File: config.mk
export PLATFORM = sky130hd
export DESIGN_NAME = timeout_recovery_scheduler_flat
export DESIGN_NICKNAME = d
export VERILOG_FILES = /design/src/rtl/timeout_recovery_scheduler_if.sv /design/src/rtl/timeout_recovery_scheduler.sv /design/src/flat_wrapper.sv
export SDC_FILE = /design/constraint.sdc
export NUM_CORES = 2
export LEC_CHECK = 0
export ABC_AREA = 0
export CAP_MARGIN = 5
export CORE_MARGIN = 4
export CORE_UTILIZATION = 64
export DETAILED_ROUTE_END_ITERATION = 8
export DONT_BUFFER_PORTS = 1
export GPL_ROUTABILITY_DRIVEN = 0
export GPL_TIMING_DRIVEN = 1
export PLACE_DENSITY = 0.8
export SLEW_MARGIN = 25
export SYNTH_ARGS = -nofsm -noshare
export SYNTH_HDL_FRONTEND = slang
export SYNTH_SLANG_ARGS = --single-unit
File: constraint.sdc
create_clock -name clk -period 6.1 [get_ports clk]
set_clock_uncertainty 0.15 [all_clocks]
set_input_delay 0.61 -clock clk [delete_from_list [all_inputs] [get_ports clk]]
set_output_delay 0.61 -clock clk [all_outputs]
set_load 0.01 [all_outputs]
File: src/rtl/timeout_recovery_scheduler_if.sv
// Handshake bundle between the timeout recovery scheduler and the tracker,
// the retry engine and the error logger.
interface timeout_recovery_scheduler_if;
  logic        warn_valid;
  logic [11:0] warn_txn_id;
  logic        to_valid;
  logic [11:0] to_txn_id;
  logic [7:0]  to_src_id;
  logic [7:0]  to_tgt_id;
  logic [47:0] to_addr;
  logic        retry_req_valid;
  logic        retry_req_ready;
  logic [11:0] retry_req_txn_id;
  logic        retry_done;
  logic        retry_ok;
  logic        recovery_action;
  logic [11:0] recovery_txn_id;
  logic        err_valid;
  logic        err_ready;
  logic [1:0]  err_code;
  logic [11:0] err_txn_id;
  logic [7:0]  err_src_id;
  logic [7:0]  err_tgt_id;
  logic [47:0] err_addr;
  logic [15:0] warn_drop_count;
  logic [15:0] to_drop_count;
  logic        busy;

  modport slave (
    input  warn_valid, warn_txn_id, to_valid, to_txn_id, to_src_id, to_tgt_id, to_addr,
           retry_req_ready, retry_done, retry_ok, err_ready,
    output retry_req_valid, retry_req_txn_id, recovery_action, recovery_txn_id,
           err_valid, err_code, err_txn_id, err_src_id, err_tgt_id, err_addr,
           warn_drop_count, to_drop_count, busy
  );

  modport master (
    output warn_valid, warn_txn_id, to_valid, to_txn_id, to_src_id, to_tgt_id, to_addr,
           retry_req_ready, retry_done, retry_ok, err_ready,
    input  retry_req_valid, retry_req_txn_id, recovery_action, recovery_txn_id,
           err_valid, err_code, err_txn_id, err_src_id, err_tgt_id, err_addr,
           warn_drop_count, to_drop_count, busy
  );
endinterface

File: src/rtl/timeout_recovery_scheduler.sv
// Recovery sequencer: queues warnings, retries under a per-txn budget,
// and escalates exhausted retries and hard timeouts to the error channel.
module timeout_recovery_scheduler #(
  parameter int WARN_DEPTH        = 8,
  parameter int TO_DEPTH          = 4,
  parameter int TRACK_ENTRIES     = 16,
  parameter int MAX_RETRIES       = 3,
  parameter int RETRY_WAIT_CYCLES = 64
) (
  input logic clk,
  input logic rst_n,
  timeout_recovery_scheduler_if.slave bus
);
  localparam int WAW = $clog2(WARN_DEPTH);
  localparam int TAW = $clog2(TO_DEPTH);
  localparam int TIW = (TRACK_ENTRIES > 1) ? $clog2(TRACK_ENTRIES) : 1;
  localparam int WDW = $clog2(RETRY_WAIT_CYCLES + 1);
  localparam logic [WAW:0]   WQ_FULL = (WAW+1)'(WARN_DEPTH);
  localparam logic [TAW:0]   TQ_FULL = (TAW+1)'(TO_DEPTH);
  localparam logic [3:0]     MAXR    = 4'(MAX_RETRIES);
  localparam logic [WDW-1:0] WD_LOAD = WDW'(RETRY_WAIT_CYCLES);
  localparam logic [TIW-1:0] RR_LAST = TIW'(TRACK_ENTRIES - 1);

  typedef enum logic [2:0] {
    S_IDLE, S_LOOKUP, S_REQ, S_WAIT, S_RECOVER, S_ESCALATE
  } state_t;

  state_t         state_q;
  logic [11:0]    wq_mem_q [WARN_DEPTH];
  logic [WAW-1:0] wq_rd_q, wq_wr_q;
  logic [WAW:0]   wq_cnt_q;
  logic [11:0]    tq_txn_q  [TO_DEPTH];
  logic [7:0]     tq_src_q  [TO_DEPTH];
  logic [7:0]     tq_tgt_q  [TO_DEPTH];
  logic [47:0]    tq_addr_q [TO_DEPTH];
  logic [TAW-1:0] tq_rd_q, tq_wr_q;
  logic [TAW:0]   tq_cnt_q;
  logic           tbl_v_q   [TRACK_ENTRIES];
  logic [11:0]    tbl_id_q  [TRACK_ENTRIES];
  logic [3:0]     tbl_cnt_q [TRACK_ENTRIES];
  logic [TIW-1:0] rr_q;
  logic [11:0]    work_id_q;
  logic [TIW-1:0] work_idx_q;
  logic [WDW-1:0] wd_q;
  logic           req_valid_q, rec_q;
  logic [11:0]    rec_id_q;
  logic           err_valid_q, err_is_esc_q;
  logic [1:0]     err_code_q;
  logic [11:0]    err_txn_q;
  logic [7:0]     err_src_q, err_tgt_q;
  logic [47:0]    err_addr_q;
  logic [15:0]    wdrop_q, tdrop_q;

  logic           hit, free_found;
  logic [TIW-1:0] hit_idx, free_idx;
  logic           wq_pop, wq_push, tq_pop, tq_push, err_accept;

  always_comb begin
    hit        = 1'b0;
    hit_idx    = '0;
    free_found = 1'b0;
    free_idx   = '0;
    for (int unsigned i = 0; i < TRACK_ENTRIES; i++) begin
      if (tbl_v_q[i] && (tbl_id_q[i] == work_id_q) && !hit) begin
        hit     = 1'b1;
        hit_idx = TIW'(i);
      end
      if (!tbl_v_q[i] && !free_found) begin
        free_found = 1'b1;
        free_idx   = TIW'(i);
      end
    end
  end

  // A same-cycle pop frees a slot, so a push into a full queue is still taken.
  always_comb begin
    err_accept = err_valid_q && bus.err_ready;
    wq_pop     = (state_q == S_IDLE) && (wq_cnt_q != '0);
    wq_push    = bus.warn_valid && ((wq_cnt_q != WQ_FULL) || wq_pop);
    tq_pop     = err_accept && !err_is_esc_q;
    tq_push    = bus.to_valid && ((tq_cnt_q != TQ_FULL) || tq_pop);
  end

  always_ff @(posedge clk or negedge rst_n) begin
    if (!rst_n) begin
      state_q      <= S_IDLE;
      wq_rd_q      <= '0;
      wq_wr_q      <= '0;
      wq_cnt_q     <= '0;
      tq_rd_q      <= '0;
      tq_wr_q      <= '0;
      tq_cnt_q     <= '0;
      rr_q         <= '0;
      work_id_q    <= '0;
      work_idx_q   <= '0;
      wd_q         <= '0;
      req_valid_q  <= 1'b0;
      rec_q        <= 1'b0;
      rec_id_q     <= '0;
      err_valid_q  <= 1'b0;
      err_is_esc_q <= 1'b0;
      err_code_q   <= '0;
      err_txn_q    <= '0;
      err_src_q    <= '0;
      err_tgt_q    <= '0;
      err_addr_q   <= '0;
      wdrop_q      <= '0;
      tdrop_q      <= '0;
      for (int unsigned i = 0; i < WARN_DEPTH; i++) wq_mem_q[i] <= '0;
      for (int unsigned i = 0; i < TO_DEPTH; i++) begin
        tq_txn_q[i]  <= '0;
        tq_src_q[i]  <= '0;
        tq_tgt_q[i]  <= '0;
        tq_addr_q[i] <= '0;
      end
      for (int unsigned i = 0; i < TRACK_ENTRIES; i++) begin
        tbl_v_q[i]   <= 1'b0;
        tbl_id_q[i]  <= '0;
        tbl_cnt_q[i] <= '0;
      end
    end else begin
      if (wq_push) begin
        wq_mem_q[wq_wr_q] <= bus.warn_txn_id;
        wq_wr_q           <= wq_wr_q + 1'b1;
      end
      if (wq_pop) wq_rd_q <= wq_rd_q + 1'b1;
      case ({wq_push, wq_pop})
        2'b10:   wq_cnt_q <= wq_cnt_q + 1'b1;
        2'b01:   wq_cnt_q <= wq_cnt_q - 1'b1;
        default: wq_cnt_q <= wq_cnt_q;
      endcase
      if (bus.warn_valid && !wq_push && (wdrop_q != '1)) wdrop_q <= wdrop_q + 1'b1;

      if (tq_push) begin
        tq_txn_q[tq_wr_q]  <= bus.to_txn_id;
        tq_src_q[tq_wr_q]  <= bus.to_src_id;
        tq_tgt_q[tq_wr_q]  <= bus.to_tgt_id;
        tq_addr_q[tq_wr_q] <= bus.to_addr;
        tq_wr_q            <= tq_wr_q + 1'b1;
      end
      if (tq_pop) tq_rd_q <= tq_rd_q + 1'b1;
      case ({tq_push, tq_pop})
        2'b10:   tq_cnt_q <= tq_cnt_q + 1'b1;
        2'b01:   tq_cnt_q <= tq_cnt_q - 1'b1;
        default: tq_cnt_q <= tq_cnt_q;
      endcase
      if (bus.to_valid && !tq_push && (tdrop_q != '1)) tdrop_q <= tdrop_q + 1'b1;

      // Timeout invalidation is written before the FSM so a LOOKUP update to the same entry wins.
      if (err_accept) begin
        err_valid_q <= 1'b0;
        if (!err_is_esc_q) begin
          for (int unsigned i = 0; i < TRACK_ENTRIES; i++)
            if (tbl_v_q[i] && (tbl_id_q[i] == err_txn_q)) tbl_v_q[i] <= 1'b0;
        end
      end else if (!err_valid_q) begin
        if (tq_cnt_q != '0) begin
          err_valid_q  <= 1'b1;
          err_is_esc_q <= 1'b0;
          err_code_q   <= 2'b10;
          err_txn_q    <= tq_txn_q[tq_rd_q];
          err_src_q    <= tq_src_q[tq_rd_q];
          err_tgt_q    <= tq_tgt_q[tq_rd_q];
          err_addr_q   <= tq_addr_q[tq_rd_q];
        end else if (state_q == S_ESCALATE) begin
          err_valid_q  <= 1'b1;
          err_is_esc_q <= 1'b1;
          err_code_q   <= 2'b01;
          err_txn_q    <= work_id_q;
          err_src_q    <= '0;
          err_tgt_q    <= '0;
          err_addr_q   <= '0;
        end
      end

      case (state_q)
        S_IDLE: begin
          if (wq_pop) begin
            work_id_q <= wq_mem_q[wq_rd_q];
            state_q   <= S_LOOKUP;
          end
        end
        S_LOOKUP: begin
          if (hit && (tbl_cnt_q[hit_idx] >= MAXR)) begin
            work_idx_q <= hit_idx;
            state_q    <= S_ESCALATE;
          end else begin
            req_valid_q <= 1'b1;
            state_q     <= S_REQ;
            if (hit) begin
              tbl_cnt_q[hit_idx] <= tbl_cnt_q[hit_idx] + 1'b1;
              work_idx_q         <= hit_idx;
            end else if (free_found) begin
              tbl_v_q[free_idx]   <= 1'b1;
              tbl_id_q[free_idx]  <= work_id_q;
              tbl_cnt_q[free_idx] <= 4'd1;
              work_idx_q          <= free_idx;
            end else begin
              tbl_v_q[rr_q]   <= 1'b1;
              tbl_id_q[rr_q]  <= work_id_q;
              tbl_cnt_q[rr_q] <= 4'd1;
              work_idx_q      <= rr_q;
              rr_q            <= (rr_q == RR_LAST) ? '0 : rr_q + 1'b1;
            end
          end
        end
        S_REQ: begin
          if (bus.retry_req_ready) begin
            req_valid_q <= 1'b0;
            wd_q        <= WD_LOAD;
            state_q     <= S_WAIT;
          end
        end
        S_WAIT: begin
          wd_q <= wd_q - 1'b1;
          if (bus.retry_done) begin
            if (bus.retry_ok) begin
              rec_q    <= 1'b1;
              rec_id_q <= work_id_q;
              state_q  <= S_RECOVER;
            end else begin
              state_q <= S_IDLE;
            end
          end else if (wd_q == WDW'(1)) begin
            state_q <= S_IDLE;
          end
        end
        S_RECOVER: begin
          rec_q   <= 1'b0;
          state_q <= S_IDLE;
        end
        S_ESCALATE: begin
          if (err_accept && err_is_esc_q) begin
            tbl_v_q[work_idx_q] <= 1'b0;
            state_q             <= S_IDLE;
          end
        end
        default: state_q <= S_IDLE;
      endcase
    end
  end

  assign bus.retry_req_valid  = req_valid_q;
  assign bus.retry_req_txn_id = work_id_q;
  assign bus.recovery_action  = rec_q;
  assign bus.recovery_txn_id  = rec_id_q;
  assign bus.err_valid        = err_valid_q;
  assign bus.err_code         = err_code_q;
  assign bus.err_txn_id       = err_txn_q;
  assign bus.err_src_id       = err_src_q;
  assign bus.err_tgt_id       = err_tgt_q;
  assign bus.err_addr         = err_addr_q;
  assign bus.warn_drop_count  = wdrop_q;
  assign bus.to_drop_count    = tdrop_q;
  assign bus.busy             = (state_q != S_IDLE);
endmodule

File: src/flat_wrapper.sv
// flat-port wrapper written by rule: the top's interface ports become plain ports
module timeout_recovery_scheduler_flat 
#(
  parameter int WARN_DEPTH        = 8,
  parameter int TO_DEPTH          = 4,
  parameter int TRACK_ENTRIES     = 16,
  parameter int MAX_RETRIES       = 3,
  parameter int RETRY_WAIT_CYCLES = 64
)
  (clk, rst_n, bus_warn_valid, bus_warn_txn_id, bus_to_valid, bus_to_txn_id, bus_to_src_id, bus_to_tgt_id, bus_to_addr, bus_retry_req_ready, bus_retry_done, bus_retry_ok, bus_err_ready, bus_retry_req_valid, bus_retry_req_txn_id, bus_recovery_action, bus_recovery_txn_id, bus_err_valid, bus_err_code, bus_err_txn_id, bus_err_src_id, bus_err_tgt_id, bus_err_addr, bus_warn_drop_count, bus_to_drop_count, bus_busy);
  timeout_recovery_scheduler_if bus_i ();
  input logic clk;
  input logic rst_n;
  input wire logic [$bits(bus_i.warn_valid)-1:0] bus_warn_valid;
  input wire logic [$bits(bus_i.warn_txn_id)-1:0] bus_warn_txn_id;
  input wire logic [$bits(bus_i.to_valid)-1:0] bus_to_valid;
  input wire logic [$bits(bus_i.to_txn_id)-1:0] bus_to_txn_id;
  input wire logic [$bits(bus_i.to_src_id)-1:0] bus_to_src_id;
  input wire logic [$bits(bus_i.to_tgt_id)-1:0] bus_to_tgt_id;
  input wire logic [$bits(bus_i.to_addr)-1:0] bus_to_addr;
  input wire logic [$bits(bus_i.retry_req_ready)-1:0] bus_retry_req_ready;
  input wire logic [$bits(bus_i.retry_done)-1:0] bus_retry_done;
  input wire logic [$bits(bus_i.retry_ok)-1:0] bus_retry_ok;
  input wire logic [$bits(bus_i.err_ready)-1:0] bus_err_ready;
  output wire logic [$bits(bus_i.retry_req_valid)-1:0] bus_retry_req_valid;
  output wire logic [$bits(bus_i.retry_req_txn_id)-1:0] bus_retry_req_txn_id;
  output wire logic [$bits(bus_i.recovery_action)-1:0] bus_recovery_action;
  output wire logic [$bits(bus_i.recovery_txn_id)-1:0] bus_recovery_txn_id;
  output wire logic [$bits(bus_i.err_valid)-1:0] bus_err_valid;
  output wire logic [$bits(bus_i.err_code)-1:0] bus_err_code;
  output wire logic [$bits(bus_i.err_txn_id)-1:0] bus_err_txn_id;
  output wire logic [$bits(bus_i.err_src_id)-1:0] bus_err_src_id;
  output wire logic [$bits(bus_i.err_tgt_id)-1:0] bus_err_tgt_id;
  output wire logic [$bits(bus_i.err_addr)-1:0] bus_err_addr;
  output wire logic [$bits(bus_i.warn_drop_count)-1:0] bus_warn_drop_count;
  output wire logic [$bits(bus_i.to_drop_count)-1:0] bus_to_drop_count;
  output wire logic [$bits(bus_i.busy)-1:0] bus_busy;
  assign bus_i.warn_valid = bus_warn_valid;
  assign bus_i.warn_txn_id = bus_warn_txn_id;
  assign bus_i.to_valid = bus_to_valid;
  assign bus_i.to_txn_id = bus_to_txn_id;
  assign bus_i.to_src_id = bus_to_src_id;
  assign bus_i.to_tgt_id = bus_to_tgt_id;
  assign bus_i.to_addr = bus_to_addr;
  assign bus_i.retry_req_ready = bus_retry_req_ready;
  assign bus_i.retry_done = bus_retry_done;
  assign bus_i.retry_ok = bus_retry_ok;
  assign bus_i.err_ready = bus_err_ready;
  assign bus_retry_req_valid = bus_i.retry_req_valid;
  assign bus_retry_req_txn_id = bus_i.retry_req_txn_id;
  assign bus_recovery_action = bus_i.recovery_action;
  assign bus_recovery_txn_id = bus_i.recovery_txn_id;
  assign bus_err_valid = bus_i.err_valid;
  assign bus_err_code = bus_i.err_code;
  assign bus_err_txn_id = bus_i.err_txn_id;
  assign bus_err_src_id = bus_i.err_src_id;
  assign bus_err_tgt_id = bus_i.err_tgt_id;
  assign bus_err_addr = bus_i.err_addr;
  assign bus_warn_drop_count = bus_i.warn_drop_count;
  assign bus_to_drop_count = bus_i.to_drop_count;
  assign bus_busy = bus_i.busy;
  timeout_recovery_scheduler #(.WARN_DEPTH(WARN_DEPTH), .TO_DEPTH(TO_DEPTH), .TRACK_ENTRIES(TRACK_ENTRIES), .MAX_RETRIES(MAX_RETRIES), .RETRY_WAIT_CYCLES(RETRY_WAIT_CYCLES)) u_core (.clk(clk), .rst_n(rst_n), .bus(bus_i));
endmodule
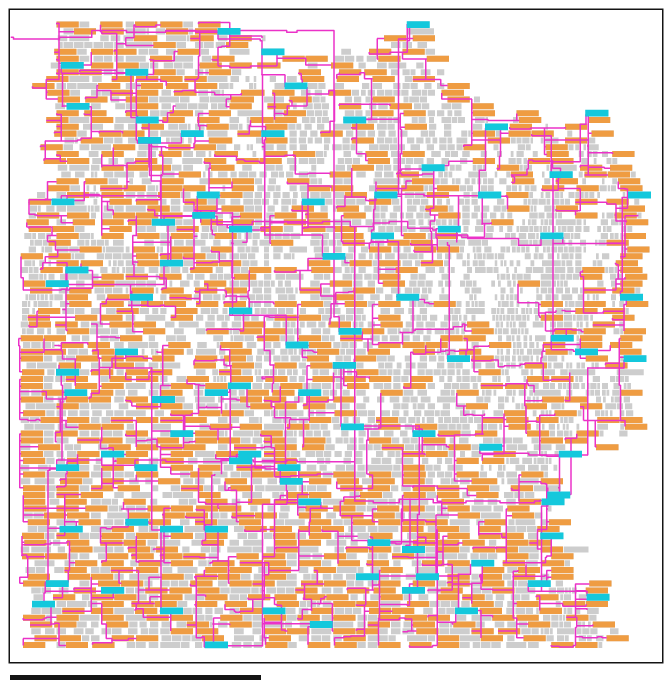
**Above:** clock distribution.
Bar = 100 µm.
flip-flops: marked orange, count 844. cells driving clock nets: marked cyan, count 86. clock wires: marked magenta, length 9850 µm.
Position of the flops: spread over the die.

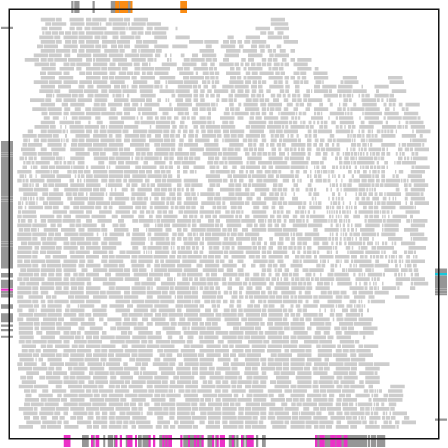
**Above:** I/O pins on the die edge.
Pins as bars across the die edge, other pins in gray.
bus_to_addr: marked magenta, pins 48, direction input, edge 47 bottom, 1 left. bus_retry_ok: marked cyan, pins 1, direction input, edge right. bus_retry_req_txn_id: marked orange, pins 12, direction output, edge top.
total of buffers placed on input and output ports: 0
height of the chip: 260 µm
die width: 260 µm

==> flow_metrics.rpt <==
RUN METRICS
----------------------------------------------------
[Synth]
  Post-synthesis share of cell area spent on full adders, half adders and majority gates ........................ 0.683%
  Fraction of the yosys area taken by sequential cells ........................ 51.9%
  Synthesized instance count ........................ 3107
  Yosys cell count ........................ 3107
  AND-OR/OR-AND share of the synthesized area ........................ 5.53%
  Post-synth area from yosys stat ........................ 0.0407 mm²
  Post-synthesis async set-or-reset flop share ........................ 100%
  Top flip-flop cell by instance count after synthesis ........................ dfrtp_1
  Most instantiated library cell after synthesis ........................ dfrtp_1
  Top cells by count, synth ........................ dfrtp_1 (844), mux2_2 (610), xnor2_1 (331)
  Synthesized-area fraction occupied by and/or/nand/nor cells ........................ 7.02%
  Share of the synthesized area in the top cell type ........................ 51.9%
  Largest area contributor in the netlist ........................ dfrtp_1

[Final layout]
  Final net count ........................ 3282
  Synthesis-to-layout area growth ........................ 12.1%
  Area of all sequential standard cells ........................ 0.0211 mm²
  Commonest Layout Cell ........................ dfrtp_1
  Filler cell count ........................ 3948

[STA]
  Sum Neg Setup Slack ........................ 0 ns
  Headroom to the max-slew limit ........................ 27.1%

[Run]
  Total tool warning count ........................ 40
  Max-cap violations ........................ 0

[Pwr]
  Share of total power consumed by net switching ........................ 36.3%
  Clk network pwr share ........................ 21.8%
  Net Switching ........................ 9.19 mW
  Cell-internal power ........................ 16.1 mW
  Total sequential power ........................ 10.4 mW

[Route]
  Iter 0 DRT Violations ........................ 2388
  Iteration tally of the first detailed-router pass ........................ 8
  Total vias in the final route ........................ 26638
  Detailed-routed wire length on met2 ........................ 49.9 mm
  Post-detailed-route wirelength per cell ........................ 25.6 µm

[Clocking]
  Gates resized, CTS repair ........................ 0
  Number of clock sinks ........................ 844
  Worst skew pair latency ........................ 0.67 ns
  Clock transition at path regs ........................ 0.06 ns

[Floorplanning]
  Initial Util ........................ 64.6%
  Total Die Area ........................ 0.0677 mm²
  Standard-cell rows ........................ 92
  Number of I/O pins ........................ 234

[Setup path]
  Critical path arrival ........................ 6.24 ns
  Type of the worst setup path ........................ reg -> reg
  CP cell instances ........................ buf_4, xnor2_1, nand4_1, nor4_1, buf_4, nor4_2, nand3_2, o21a_1, nand2_1, nor2_1, a22oi_1, a21oi_1, or4_1, ha_1, nor2_1, o211ai_2, or4_1, a21o_1
  Startpoint type of the worst setup path ........................ register

[Outcome]
  Run status ........................ completed

[Worst hold path]
  Kind of path behind the tightest hold check ........................ in -> reg

[Global routing]
  Busiest metal layer after global routing ........................ met2
  Grt total ovfl ........................ 0
  Maximum number of pins on one net before global-route repair ........................ 845

[Placement]
  Estimated wirelength of the detail-placed design ........................ 66.8 mm

----------------------------------------------------
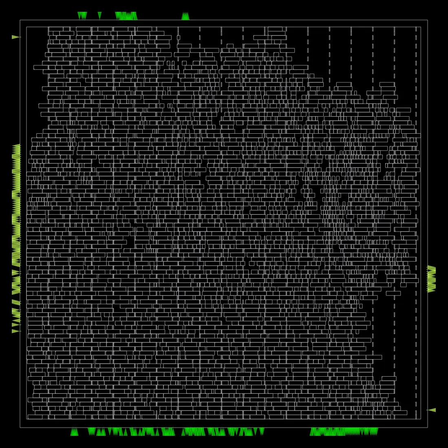
**Above:** cell placement.
share of the core filled with cells in the final layout: 72.4%
sequential cell count: 844
Seq area share: 46.4%
count of non-filler cells in the finished layout: 4086
total core area: 0.0630 mm²

==> layout make-up <==
type | instances | share of cell area (%)
Timing Repair Buffer | 168 | 3.67
Clock inverter | 34 | 1.14
Clock buffer | 123 | 5.46
Tap cell | 846 | 2.32
Multi-Input combinational cell | 2023 | 40.7
Sequential cell | 844 | 46.4
Inverter | 42 | 0.346
Antenna cell | 6 | 0.0329
==> logic make-up (layout without fill, tap and decap cells) <==
kind of cell    after synthesis  in the layout
compound gates              316            316
xor+xnor                    429            429
fa+ha+maj                    21             21
buf+inv                     240            367
flops                       844            844
mux                         726            726
other cells                   0              6
simple gates                531            531
==> final timing paths <==
| kind | startpoint | endpoint | slack (ns) | cells after the start |
|---|---|---|---|---|
| max | u_core.bus.retry_req_txn_id[2]$_DFFE_PN0P_ | u_core.tbl_cnt_q[12]$_DFFE_PN0P_ | 0.22 | 18 |
| min | bus_warn_valid | u_core.wq_wr_q[0]$_DFFE_PN0P_ | 0.07 | 2 |
| max reg2reg | u_core.bus.retry_req_txn_id[2]$_DFFE_PN0P_ | u_core.tbl_cnt_q[12]$_DFFE_PN0P_ | 0.22 | 18 |
| min reg2reg | u_core.tbl_cnt_q[43]$_DFFE_PN0P_ | u_core.tbl_cnt_q[43]$_DFFE_PN0P_ | 0.33 | 1 |
| max in group asynchronous | rst_n | u_core.bus.retry_req_txn_id[11]$_DFFE_PN0P_ | 2.31 | 6 |
| min in group asynchronous | rst_n | u_core.tq_addr_q[9]$_DFFE_PN0P_ | 0.28 | 2 |
==> per-stage QoR <==
stage	hold slack (ns)	instance area, µm²
finish	0.0668	45600
global route	0.0735	45600
CTS	-0.475	45400
detailed placement	0.197	41500
global placement	0.192	41400
floorplan	0.164	40700
Power and IR drop assume default switching activity.
